layer_met1.png
Cells faint in the background.
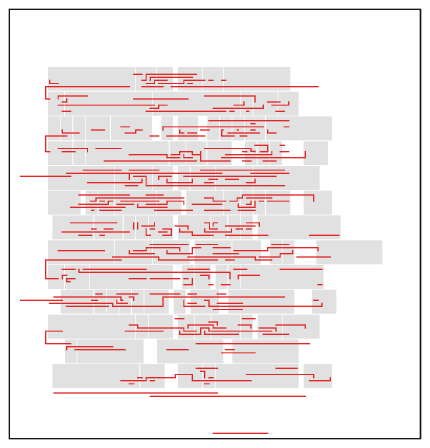
layer_met2.png
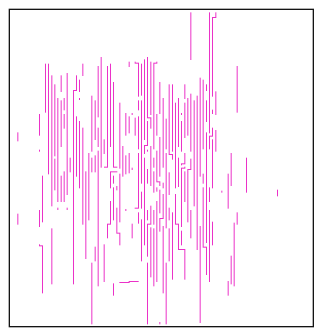
layer_met3.png
Cells faint in the background.
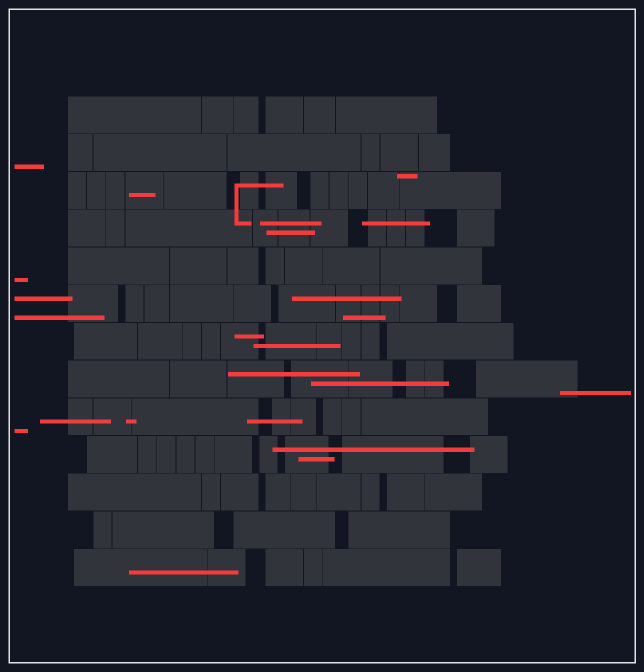
flops_by_reg.png
The bar under the picture is 10 µm long.
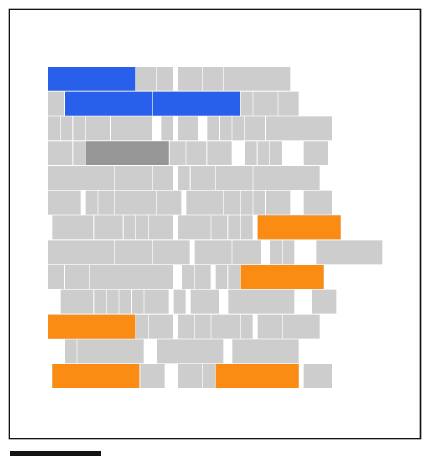
congestion.png
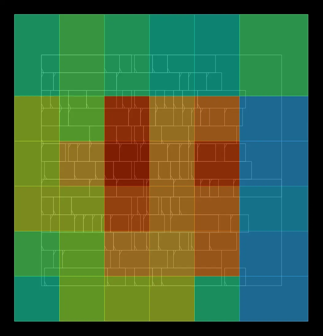
Design secventiator_intersectie, sky130hd; sources not shown.
==> impl_metrics.yaml <==
# physical design summary
outcome:
  outcome: "complete, but fails checks"
  violations: "negative setup slack"
timing:
  rsz0062_at_grt: "true"
  worst_pin_slew_ns: 0.3513
  finalSetupViolations: 9
  fin_ws_ns: -0.1438
  slew_headroom_pct: 76.55
  min_period_ns: 1.644
  tns_ns: -0.6731
  fmax_mhz: 608.3
  clock_skew_ns: 0.01154
  period_used_pct: 109.6
  hold_slack_ns: 0.2843
logic_synthesis:
  ff_type: "dfrtp_1"
  logic_family: "simple AND/OR/NAND/NOR gates"
  yosys_area_um2: 578.1
  syn-num-nets: 84
  top_cells_by_area: "dfrtp_1 39%, nand2_1 11%, ha_1 8.7%, inv_1 8.4%, nor2_1 7.8%"
  syn-instance-count: 77
  synth_top_cell_by_count: "nand2_1"
  ys_warn_count: 0
  mux_area_share_pct: 0
  ys_sh_aoi_pct: 5.844
  syn_area_per_cell_um2: 7.507
  edf_count: 0
  yosysCellCount: 77
  synth_seq_share_pct: 38.96
  yosysUniqueCellTypes: 15
  common_cells: "17 x nand2_1, 13 x inv_1, 12 x nor2_1"
  synth_top_area_share_pct: 38.96
  syn_area_um2: 578.1
  fa_ha_area_share_pct: 8.658
  largest_area_cell: "dfrtp_1"
  synth_xor_xnor_area_share_pct: 6.061
placed_design:
  portBuffers: 12
  gp_congestion: 0.9027
  dp.final_hpwl_um: 1001
cells_and_area:
  area_delta_synth_final_pct: 77.06
  inv_count: 13
  n_fill_cell: 69
  fin_nets: 115
  nonClkBufAreaFrac_pct: 31.78
  final-clk-cell-share_pct: 2.567
  largest_cell_class: "combinational gates"
  n_sequential_cell: 9
  antenna_cells: 0
  logic_gates: 55
  largest_register_ffs: 5
  combGateArea_um2: 372.9
  lay_top_count: "buf_4"
  clock_buffers: 4
  most-common-layout-cells: "14 x buf_4, 11 x nand2_1, 10 x buf_12, 9 x nor2_1, 7 x inv_1"
die:
  core_mm2: 0.001301
  ios: 13
  dieHeight_um: 47
  die_x_um: 45
  rows: 13
  die_area_mm2: 0.002115
  taps: 15
clocking:
  clockRootBuffer: "clkbuf_4"
  cts_buffers: 3
  cts_sinks: 9
  clk_path_buf_depth: 2
  cts_resized: 9
  cts_tree: "built"
  cts.clk_slew.worst_paths_ns: 0.07
  hold_buffers: 0
routing:
  drc: 0
  drtPass1Iterations: 4
  met2_length_um: 1028
  wl_met1_um: 801
  drt_iter0_drc: 31
  via_per_inst: 5.467
  wl_met3_um: 109
worst_setup_path:
  path_max_fanout: 5
  critical_path_class: "reg2out"
  r2r_slack_ns: -0.13
  cp.required_ns: 1.20
  worstSetupStartpointType: "flop"
  slowest_stage: "dfrtp_2"
  end_kind: "primary output"
grt:
  grt_pass1_wl_um: 2415
  grt.overflow.total: 0
  antenna_found_initial: 0
  grt_max_degree: 11
run:
  tool_warnings: 31
  cap_violations: 0
hold_path:
  hp-class: "in2async"
Back to the opening pictures, layer_met1.png:
nets with wire on the layer: 101
wire length on this layer: 802 µm
longest straight run: 17.9 µm
via count: 667
Post-Route WL: 1994 µm
GR Layer Usage met1: 18.31%

Back to the opening pictures, layer_met2.png:
share of all routed wire: 52%
longest straight run: 28.7 µm
nets with wire on the layer: 100
wire length on this layer: 1,030 µm
main direction: vertical
met2 global-route usage: 29.38%

Back to the opening pictures, layer_met3.png:
wire length on this layer: 110 µm
share of all routed wire: 5.5%
nets with wire on the layer: 20
main direction: horizontal
met3 GRT Util: 2.299%

Back to the opening pictures, flops_by_reg.png:
[blue] state_q | placed flops: 3
[orange] counter_o | placed flops: 5
Sequential Area: 231.5 µm²
final core occ: 78.65%
Seq/total area: 22.62%

Back to the opening pictures, congestion.png:
drt wl/cell: 16.34 µm
All-Layer GR Usage: 17.33%
most crowded layer after global routing: met2

[through the flow]
| stage | setup slack (ns) | area [µm²] | instances |
|---|---|---|---|
| CTS | -0.09221 | 910.9 | 114 |
| detailed placement | 0.01961 | 848.3 | 107 |
| global route | -0.1927 | 1023 | 122 |
| global placement | 0.09077 | 848.3 | 107 |
| floorplan | 0.0008572 | 590.6 | 77 |
| finish | -0.1438 | 1023 | 122 |
[critical path: cells and delay by family, from the launching register on]
kind	cells	cell delay, ns
flops	1	0.48
compound gates	1	0.14
simple gates	1	0.16
buf+inv	3	0.31
